[src/rtl/shift_pkg.sv]
// Shared types and constants for the multi-cycle shift sequencer.
// The state selector below is used both at accept time and when the quad phase ends.
package shift_pkg;

   localparam int WIDTH   = 32;
   localparam int SHAMT_W = 5;
   localparam int QUAD_W  = SHAMT_W - 2;

   localparam logic DIR_LLS = 1'b0;
   localparam logic DIR_RAS = 1'b1;

   typedef enum logic [1:0] {
      IDLE   = 2'd0,
      SHIFT4 = 2'd1,
      SHIFT1 = 2'd2,
      DONE   = 2'd3
   } state_t;

   // First phase that still has work to do, given the remaining quad and single counts.
   function automatic state_t pick_state(input logic [QUAD_W-1:0] quads,
                                         input logic [1:0]        singles);
      if (quads != '0) begin
         return SHIFT4;
      end else if (singles != '0) begin
         return SHIFT1;
      end else begin
         return DONE;
      end
   endfunction

endpackage

[src/rtl/shift_step.sv]
// One combinational shift step, either by 4 or by 1 bit.
// Left-logical steps fill with zeros; right-arithmetic steps replicate bit 31.
module shift_step
   import shift_pkg::*;
(
   input  logic [WIDTH-1:0] value,
   input  logic             by4,
   input  logic             dir,
   output logic [WIDTH-1:0] result
);

   function automatic logic [WIDTH-1:0] lls(input logic [WIDTH-1:0] v, input logic four);
      if (four) begin
         return {v[WIDTH-5:0], 4'b0000};
      end else begin
         return {v[WIDTH-2:0], 1'b0};
      end
   endfunction

   function automatic logic [WIDTH-1:0] ras(input logic [WIDTH-1:0] v, input logic four);
      if (four) begin
         return {{4{v[WIDTH-1]}}, v[WIDTH-1:4]};
      end else begin
         return {v[WIDTH-1], v[WIDTH-1:1]};
      end
   endfunction

   always_comb begin
      result = (dir == DIR_RAS) ? ras(value, by4) : lls(value, by4);
   end

endmodule

[src/rtl/shift_sequencer.sv]
// Multi-cycle 0-31 bit shifter: a shamt is split into quad steps then single steps,
// all executed by one shared shift_step instance, with valid/ready on both sides.
module shift_sequencer
   import shift_pkg::*;
#(
   parameter int WIDTH   = 32,
   parameter int SHAMT_W = 5
) (
   input  logic               clock,
   input  logic               reset_n,
   input  logic               in_valid,
   output logic               in_ready,
   input  logic [WIDTH-1:0]   in_data,
   input  logic [SHAMT_W-1:0] in_shamt,
   input  logic               in_dir,
   output logic               out_valid,
   input  logic               out_ready,
   output logic [WIDTH-1:0]   out_data
);

   state_t              state, state_nxt;
   logic [QUAD_W-1:0]   q, q_nxt;
   logic [1:0]          s, s_nxt;
   logic [WIDTH-1:0]    work, work_nxt;
   logic                dir, dir_nxt;
   logic                by4;
   logic [WIDTH-1:0]    step_res;

   assign by4 = (state == SHIFT4);

   shift_step u_step (
      .value  (work),
      .by4    (by4),
      .dir    (dir),
      .result (step_res)
   );

   always_ff @(posedge clock or negedge reset_n) begin
      if (!reset_n) begin
         state <= IDLE;
         q     <= '0;
         s     <= '0;
         work  <= '0;
         dir   <= DIR_LLS;
      end else begin
         state <= state_nxt;
         q     <= q_nxt;
         s     <= s_nxt;
         work  <= work_nxt;
         dir   <= dir_nxt;
      end
   end

   always_comb begin
      state_nxt = state;
      q_nxt     = q;
      s_nxt     = s;
      work_nxt  = work;
      dir_nxt   = dir;
      case (state)
         IDLE: begin
            if (in_valid) begin
               work_nxt  = in_data;
               dir_nxt   = in_dir;
               q_nxt     = in_shamt[SHAMT_W-1:2];
               s_nxt     = in_shamt[1:0];
               state_nxt = pick_state(in_shamt[SHAMT_W-1:2], in_shamt[1:0]);
            end
         end
         SHIFT4: begin
            work_nxt = step_res;
            q_nxt    = q - QUAD_W'(1);
            if (q == QUAD_W'(1)) begin
               state_nxt = pick_state('0, s);
            end
         end
         SHIFT1: begin
            work_nxt = step_res;
            s_nxt    = s - 2'd1;
            if (s == 2'd1) begin
               state_nxt = DONE;
            end
         end
         DONE: begin
            // New requests wait until the result has been taken; no same-cycle turnaround.
            if (out_ready) begin
               state_nxt = IDLE;
            end
         end
         default: begin
            state_nxt = IDLE;
         end
      endcase
   end

   assign in_ready  = (state == IDLE);
   assign out_valid = (state == DONE);
   assign out_data  = work;

endmodule

[config.mk]
export PLATFORM = sky130hd
export DESIGN_NAME = shift_sequencer
export DESIGN_NICKNAME = d
export VERILOG_FILES = /design/src/rtl/shift_pkg.sv /design/src/rtl/shift_step.sv /design/src/rtl/shift_sequencer.sv
export SDC_FILE = /design/constraint.sdc
export NUM_CORES = 1
export LEC_CHECK = 0
export ABC_CLOCK_PERIOD_IN_PS = 3350
export CORE_ASPECT_RATIO = 0.8
export CORE_UTILIZATION = 45
export DETAILED_ROUTE_END_ITERATION = 6
export PLACE_DENSITY = 0.74
export SYNTH_ARGS = -nofsm -noshare
export SYNTH_HDL_FRONTEND = slang
export SYNTH_SLANG_ARGS = --single-unit
[constraint.sdc]
create_clock -name clock -period 3.35 [get_ports clock]
set_clock_uncertainty 0.1 [all_clocks]
set_input_delay 0.335 -clock clock [delete_from_list [all_inputs] [get_ports clock]]
set_output_delay 0.335 -clock clock [all_outputs]
set_load 0.02 [all_outputs]
==> job_summary.md, run 1 <==
## PnR job results

| Metric | Value |
|---|---|
| Run status | completed |
| Most frequent logic cell in the layout | clkdlybuf4s50_1 |
| Worst Setup Path Type | register to register |
| Final Wtd Congestion | 0.810 |
| CP Data Required Time | 3430 ps |
| Level count of the clock H-tree | 2 |
| Yosys top cell by area | dfrtp_1 |
| Max frequency | 380 MHz |
| Antenna Violating Nets Remaining | 0 |
| Pins Over Slew Limit | 0 |
| Register bit total from synthesis | 40 |
| Initial antenna violation count | 0 |
| Post-Syn Area | 0.00299 sq mm |
| Core box area | 0.00641 sq mm |
| Placed Cells | 459 |
| Iter 0 DRT Violations | 167 |
| EDFF count, synth | 0 |
| Worst-path maximum fanout | 44 |
| Diode count | 0 |
| Syn nets | 372 |
-- run 1: worst register-to-register path, delay by kind of cell (launching register included) --
family                     cells  cell delay, ps
adders and majority gates      1             440
buffers and inverters          4            1010
AOI/OAI and AO/OA              3             550
DFF                            1             430
-- run 1: kinds of logic after synthesis --
kind of cell / synth area share [%]
flip-flops: 33.5
adder cells (fa/ha/maj): 4.19
AND/OR/NAND/NOR: 9.05
multiplexers: 19.3
buffers and inverters: 7.33
AND-OR/OR-AND: 26.6
-- run 1: registers in the layout (all words and copies together) (netlist names) --
signal / count
s: 2
out_data: 32
dir: 1
state: 2
q: 3
-- run 1: cells in the mapped netlist (7+ instances only) --
master,instances
a21oi_1,29
buf_2,10
buf_4,8
dfrtp_1,40
ha_1,10
inv_1,10
mux2i_1,47
nand2_1,18
nand2b_1,7
nor2_1,18
o21ai_0,10
o21ai_1,25
o22a_1,15
o2bb2ai_1,15
-- run 1: metrics by stage --
stage / setup WS, ps / total power [W]
after floorplan: 1470 / 0.00370
after global placement: 899 / 0.00447
after detailed placement: 743 / 0.00458
after CTS: 726 / 0.00493
after global routing: 575 / 0.00533
final: 717 / 0.00494
-- run 1: layer usage --
layer	vias to the layer above	global-route usage, %	wire (um)
li1	1306	-	-
met1	1331	36.2	4040
met2	102	36.4	3620
met3	8	3.94	447
met4	0	7.01	78
met5	-	0	0
-- run 1: cell type report --
cell class	count	area, sq um	share of cell area, %
clock buffers	8	90.1	2.37
inverters	11	41.3	1.09
multi-input cells	243	1770	46.6
flip-flops and latches	40	1000	26.4
well taps	84	105	2.77
repair buffers	81	791	20.8
-- run 1: power by group through the flow --
stage / Clock (W) / Combinational [W] / Sequential (W)
after floorplan: 0 / 0.00246 / 0.00124
after global placement: 0 / 0.00335 / 0.00112
after detailed placement: 0 / 0.00345 / 0.00113
after CTS: 0.000346 / 0.00347 / 0.00112
after global routing: 0.000364 / 0.00380 / 0.00117
final: 0.000336 / 0.00348 / 0.00113
-- run 1: path summary, 6_finish.rpt --
check | slack, ps | cells after the start | startpoint | to
worst min-delay path | 80 | 1 | reset_n | out_data[28]$_DFFE_PN0P_
min in group clock | 390 | 2 | q[1]$_DFFE_PN0P_ | q[1]$_DFFE_PN0P_
worst max register to register | 720 | 8 | state[0]$_DFFE_PN0P_ | out_data[14]$_DFFE_PN0P_
worst min register to register | 390 | 2 | q[1]$_DFFE_PN0P_ | q[1]$_DFFE_PN0P_
max in group asynchronous | 2490 | 1 | reset_n | out_data[9]$_DFFE_PN0P_
worst max-delay path | 720 | 8 | state[0]$_DFFE_PN0P_ | out_data[14]$_DFFE_PN0P_
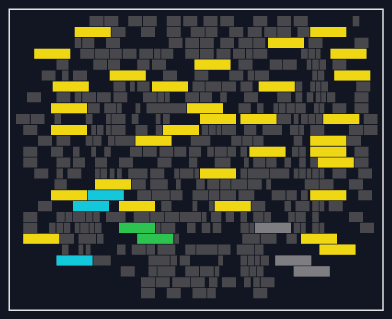
Run 1: sequential cells colored by netlist name
(4 px per um) Other sequential cells in the stronger gray, the rest of the logic in the fainter gray.
q: drawn in cyan, flops 3. state: drawn in green, flops 2. out_data: drawn in yellow, flops 32.
Another 3 sequential cells are not colored.
Storage cell area: 0.00100 sq mm
Seq group: 0.00113 W
Core Util, Final: 59.3%
flop share of the area: 26.4%

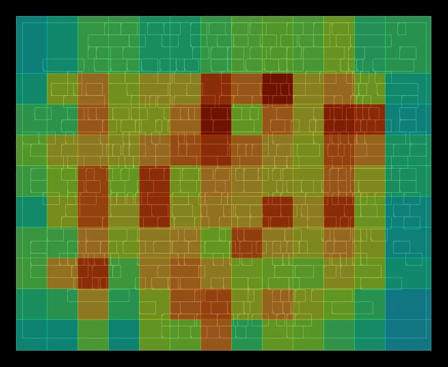
Run 1: routing congestion map
gr usage total: 24.3%
GR peak layer: met2

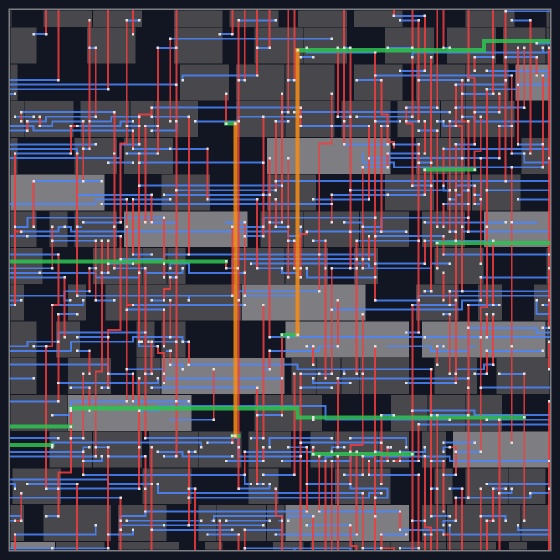
Run 1: zoomed window
Region (27, 32) to (67, 72) um. Cells in gray, sequential cells in the stronger gray; small squares are vias.
metal 1: drawn in blue. metal 3: drawn in green. metal 2: drawn in red. metal 4: drawn in orange.
Most frequent: mux2i_1 (23), clkdlybuf4s50_1 (14). Sequential cells in the window: 11. Netlist names of flops here include out_data (11). 107 logic cells have their middle in the window.

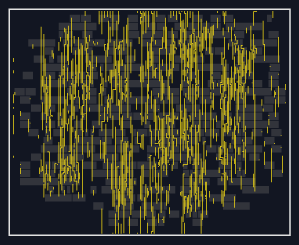
Run 1: M2 wires
(3 px per um) Cells faint in the background.
The longest straight run is 34.7 um. The layer holds 44% of the routed length. The layer carries 3620 um of wire. 347 nets have wire on it. The wires run mostly vertical.
Total Wirelength: 8190 um
met2 usage: 36.4%
vias after detailed routing: 2747

Run 1, logic cells by family:
(4 px per um)
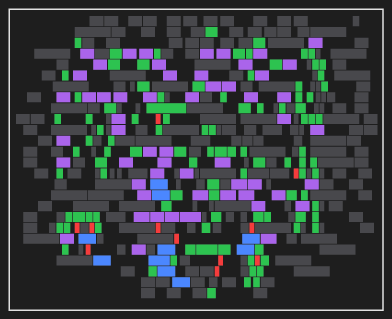

==> run 2, diff against run 1 <==
ABC_CLOCK_PERIOD_IN_PS = 2100   (was 3350)
PLACE_DENSITY = 0.77   (was 0.74)
clock period = 2.1 ns   (was 3.35 ns; I/O delays follow)
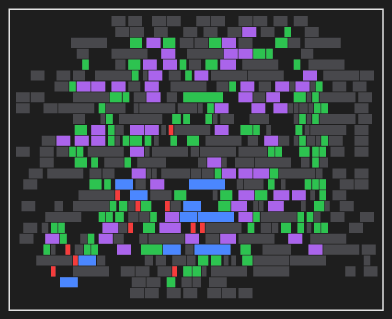
Run 2: logic cells by family
(4 px per um)
inv cells: drawn in red, cells 11. mux cells: drawn in purple, cells 56. aoi and oai cells: drawn in green, cells 101, where widely spread. fa/ha/maj cells: drawn in blue, cells 10.
most frequent logic cell in the layout: clkdlybuf4s50_1
Comb area share: 45.0%

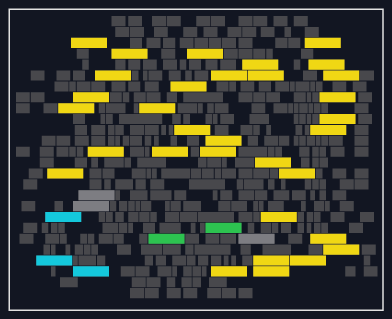
Run 2: sequential cells colored by netlist name
(4 px per um) Other sequential cells in the stronger gray, the rest of the logic in the fainter gray.
out_data: drawn in yellow, flops 32, where widely spread. state: drawn in green, flops 2. q: drawn in cyan, flops 3.
Seq group: 0.00183 W
Core Util, Final: 62.6%
flop share of the area: 25.0%

==> run 2 against run 1 <==
  * Sequential share of layout area down 1.4 points
  * Area after synthesis unchanged
  * Sequential power up 62%
  * Wire length up 4.2%
  * Core utilization up 3.3 points
  * Die size unchanged
  * Largest power group unchanged
  * Via count up 3.1%
  * Fmax up 31%
  * Critical path depth down 2
  * Global-route usage up 1.5 points
  * Power up 73%
  * Synthesized cell count unchanged
==> job_summary.md, run 2 <==
## PnR job results

| Metric | Value |
|---|---|
| Iter 0 DRT Violations | 160 (-4.2%) |
| Yosys top cell by area | dfrtp_1 |
| Level count of the clock H-tree | 2 (unchanged) |
| Gr usage total | 25.8% (+1.5 points) |
| Vias after detailed routing | 2833 (+3.1%) |
| Core box area | 0.00641 sq mm (unchanged) |
| R2R Path Start | state[0]$_DFFE_PN0P_ |
| Most common library cells after synthesis | mux2i_1 (47), dfrtp_1 (40), a21oi_1 (29) |
| Critical Path Source | state[0]$_DFFE_PN0P_ |
| Max reg flops | 32 (unchanged) |
| Post-Syn Area | 0.00299 sq mm (unchanged) |
| Register bit total from synthesis | 40 (unchanged) |
| Final Wtd Congestion | 0.806 (-0.43%) |
| Post-placement setup slack | 82.6 ps (-661 ps) |
| Storage cell area | 0.00100 sq mm (unchanged) |
| Antenna Violating Nets Remaining | 0 (unchanged) |
| Run status | completed |
| Max frequency | 497 MHz (+31%) |
| Total Wirelength | 8530 um (+4.2%) |
| Initial antenna violation count | 0 (unchanged) |
| Pins Over Slew Limit | 0 (unchanged) |
-- run 2: cell types whose count changed in the layout (fill, tap and decap cells not counted), moves of 2 or more --
cell	before	now
buf_4	6	13
ha_4	0	3
ha_1	9	7
clkbuf_1	2	0
buf_12	0	4
-- run 2: logic make-up after synthesis --
| family | count (synthesis) | share of synthesized area (%) |
|---|---|---|
| and+or+nand+nor | 59 | 9.05 |
| DFF | 40 | 33.5 |
| buffers and inverters | 37 | 7.33 |
| AOI/OAI and AO/OA | 118 | 26.6 |
| muxes | 56 | 19.3 |
| adders and majority gates | 10 | 4.19 |
-- run 2: worst paths after layout --
kind / depth (start not counted) / endpoint / slack [ps]
min reg2reg: 2 / q[1]$_DFFE_PN0P_ / 390
max: 6 / out_data[18]$_DFFE_PN0P_ / 90
max in group asynchronous: 3 / out_data[9]$_DFFE_PN0P_ / 1110
min in group clock: 2 / q[1]$_DFFE_PN0P_ / 390
min: 3 / out_data[0]$_DFFE_PN0P_ / 390
max reg2reg: 6 / out_data[18]$_DFFE_PN0P_ / 90
-- run 2: metal layers --
layer	track usage (%)	wire length (um)
met5	0	0
met3	4.34	518
met2	39.1	3810
met1	37.0	4020
met4	10.4	179
-- run 2: timing repair --
action                     4_1_cts  5_1_grt
hold endpoints to repair        40        0
hold buffers                     1        0
setup endpoints to repair        1       21
gates resized                    2        4
-- run 2: metrics by stage --
step	power, W	hold slack [ps]
floorplan	0.00591	-186
global placement	0.00748	213
detailed placement	0.00766	213
CTS	0.00844	389
global route	0.00917	417
finish	0.00852	388
-- run 2: final cells by class --
class / instances / area share [%]
Clock buffer: 6 / 2.06
Clock inverter: 2 / 0.968
Inverter: 11 / 1.03
Multi-Input combinational cell: 243 / 45.0
Sequential cell: 40 / 25.0
Tap cell: 84 / 2.62
Timing Repair Buffer: 93 / 23.3
-- run 2: tightest hold or removal path, cell delays in order --
cell and delay, ps:
dlygate4sd3_1 520, buf_2 100, buf_4 430
-- run 2: power groups by stage --
stage                     Clock, W  Combinational [W]  Sequential (W)
after floorplan                  0            0.00393         0.00198
after global placement           0            0.00567         0.00181
after detailed placement         0            0.00584         0.00182
after CTS                 0.000687            0.00595         0.00180
after global routing      0.000722            0.00656         0.00189
final                     0.000687            0.00600         0.00183
==> run 3, diff against run 2 <==
GPL_TIMING_DRIVEN = 1   (was unset)
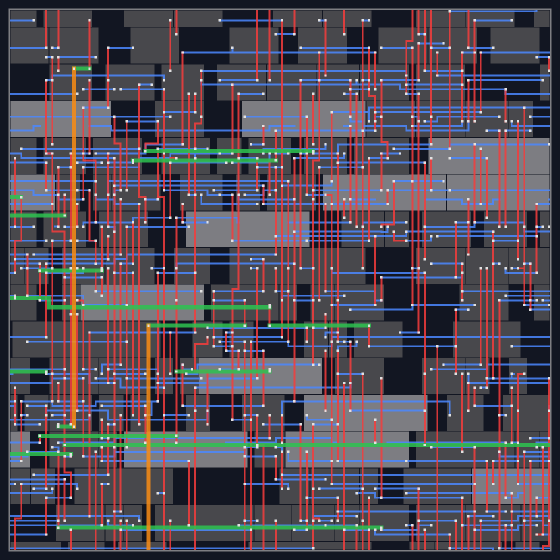
Run 3: zoomed window
Region (27, 32) to (67, 72) um. Cells in gray, sequential cells in the stronger gray; small squares are vias.
metal 2: drawn in red. metal 4: drawn in orange. metal 3: drawn in green. metal 1: drawn in blue.
Most frequent: mux2i_1 (27), dfrtp_1 (12), clkdlybuf4s50_1 (11). Sequential cells in the window: 12. 114 logic cells have their middle in the window. Netlist names of flops here include out_data (12).

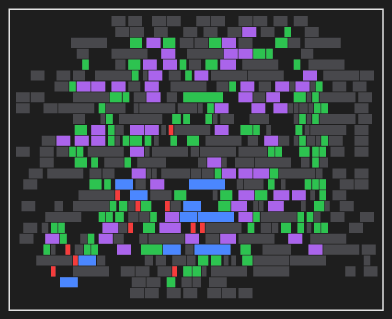
Run 3: logic cells by family
(4 px per um)
mux cells: drawn in purple, cells 56. aoi and oai cells: drawn in green, cells 101, where widely spread. fa/ha/maj cells: drawn in blue, cells 10. inv cells: drawn in red, cells 11.
Non-Filler Instances: 479

==> run 3 against run 2 <==
  * Worst setup slack unchanged
  * Sequential share of layout area did not move
  * Area after synthesis unchanged
  * Largest power group unchanged
==> job_summary.md, run 3 <==
## PnR job results

| Metric | Value |
|---|---|
| Iter 0 DRT Violations | 160 (unchanged) |
| Die Wd | 93.1 um |
| Measured slew at the worst slew-check pin | 542 ps |
| Top cell area share | 33.5% |
| RSZ-0062 raised after global routing | false |
| Antenna Violating Nets Remaining | 0 (unchanged) |
| Run status | completed |
| Startpoint types | register |
| Core Util, Final | 62.6% (unchanged) |
| OpenROAD warnings | 33 |
| Register bit total from synthesis | 40 (unchanged) |
| R2R Setup Slk | 90 ps (about the same) |
| Relative max-transition margin | 63.9% |
| Clk slew on worst S/H paths | 90 ps |
| Gr usage total | 25.8% (unchanged) |
| Final Wtd Congestion | 0.806 (unchanged) |
| WL met2 | 3810 um (unchanged) |
| Clk sinks | 40 |
| Post-Syn Area | 0.00299 sq mm (unchanged) |
| Total Wirelength | 8530 um (unchanged) |
| R2R Path Start | state[0]$_DFFE_PN0P_ |
| Top layer in use | met4 |
| Most frequent logic cell in the layout | clkdlybuf4s50_1 |
| FP Rows | 26 |
| R2R Path End | out_data[18]$_DFFE_PN0P_ |
| Max frequency | 497 MHz (unchanged) |
| Level count of the clock H-tree | 2 (unchanged) |
| Hold WS | 388 ps (unchanged) |
| Critical path's slowest cell | dfrtp_1 |
| Length of routed wiring on met1 | 4020 um (unchanged) |
| Worst EP arrival | 2090 ps |
| Vias after detailed routing | 2833 (unchanged) |
| Most common library cells after synthesis | mux2i_1 (47), dfrtp_1 (40), a21oi_1 (29) |
| FF-to-FF path depth | 6 (unchanged) |
| Post-placement setup slack | 82.6 ps (unchanged) |
| Yosys top cell by area | dfrtp_1 |
| CTS Buf Count | 5 |
| Initial antenna violation count | 0 (unchanged) |
| Core box area | 0.00641 sq mm (unchanged) |
| Pins Over Slew Limit | 0 (unchanged) |
| Max reg flops | 32 (unchanged) |
| Met3 wire len | 518 um (unchanged) |
run 3: cell counts after synthesis:
No cell type changed its count.
run 3: area by class of cell:
cell class / instances / area [sq um] / area share (%)
well taps: 84 / 105 / 2.62
multi-input cells: 243 / 1800 / 45.0
repair buffers: 93 / 936 / 23.3
flip-flops and latches: 40 / 1000 / 25.0
inverters: 11 / 41.3 / 1.03
clock buffers: 6 / 82.6 / 2.06
clock inverters: 2 / 38.8 / 0.968
run 3: cell families after synthesis:
logic type                 after synthesis  synth area share [%]
DFF                                     40                  33.5
buffers and inverters                   37                  7.33
AOI/OAI and AO/OA                      118                  26.6
muxes                                   56                  19.3
and+or+nand+nor                         59                  9.05
adders and majority gates               10                  4.19
run 3: worst max-delay path by stage:
stage	start	cells after the start	slack, ps	end
after global placement	state[1]$_DFFE_PN0P_	6	120	out_data[18]$_DFFE_PN0P_
final	state[0]$_DFFE_PN0P_	6	90	out_data[18]$_DFFE_PN0P_
after detailed placement	state[0]$_DFFE_PN0P_	7	80	out_data[23]$_DFFE_PN0P_
after floorplan	state[0]$_DFFE_PN0P_	7	220	state[0]$_DFFE_PN0P_
after global routing	state[0]$_DFFE_PN0P_	7	10	out_data[23]$_DFFE_PN0P_
after CTS	state[1]$_DFFE_PN0P_	3	10	in_ready
run 3: per-layer routing:
layer  global-route usage (%)  vias to the layer above
met1                     37.0                     1379
met3                     4.34                       16
met2                     39.1                      112
met4                     10.4                        0
met5                        0                        -
li1                         -                     1326
run 3: worst register-to-register path, stage by stage, from the launching register on:
cell	delay [ps]
dfrtp_1	530
inv_1	160
ha_4	340
inv_2	60
o21a_4	290
a2111oi_4	340
a21oi_1	70
run 3: power by group:
| part | internal [W] | leakage (nW) | switching [W] |
|---|---|---|---|
| sequential | 0.00121 | 0.466 | 0.000622 |
| combinational | 0.00284 | 1.09 | 0.00316 |
| clock | 0.000389 | 0.0614 | 0.000298 |
| total | 0.00444 | 1.62 | 0.00408 |
run 3: through the flow:
step	total power [W]	cell area, sq um	instances
5_1_grt	0.00917	4010	479
3_3_place_gp	0.00748	3840	470
6_report	0.00852	4010	479
3_5_place_dp	0.00766	3840	470
2_1_floorplan	0.00591	2990	320
4_1_cts	0.00844	3980	479
run 3: what timing repair did:
action	CTS	global route
gates resized	2	4
setup endpoints to repair	1	21
hold endpoints to repair	40	0
hold buffers	1	0
Power figures rest on the tool's default switching activity, not on a simulated workload.
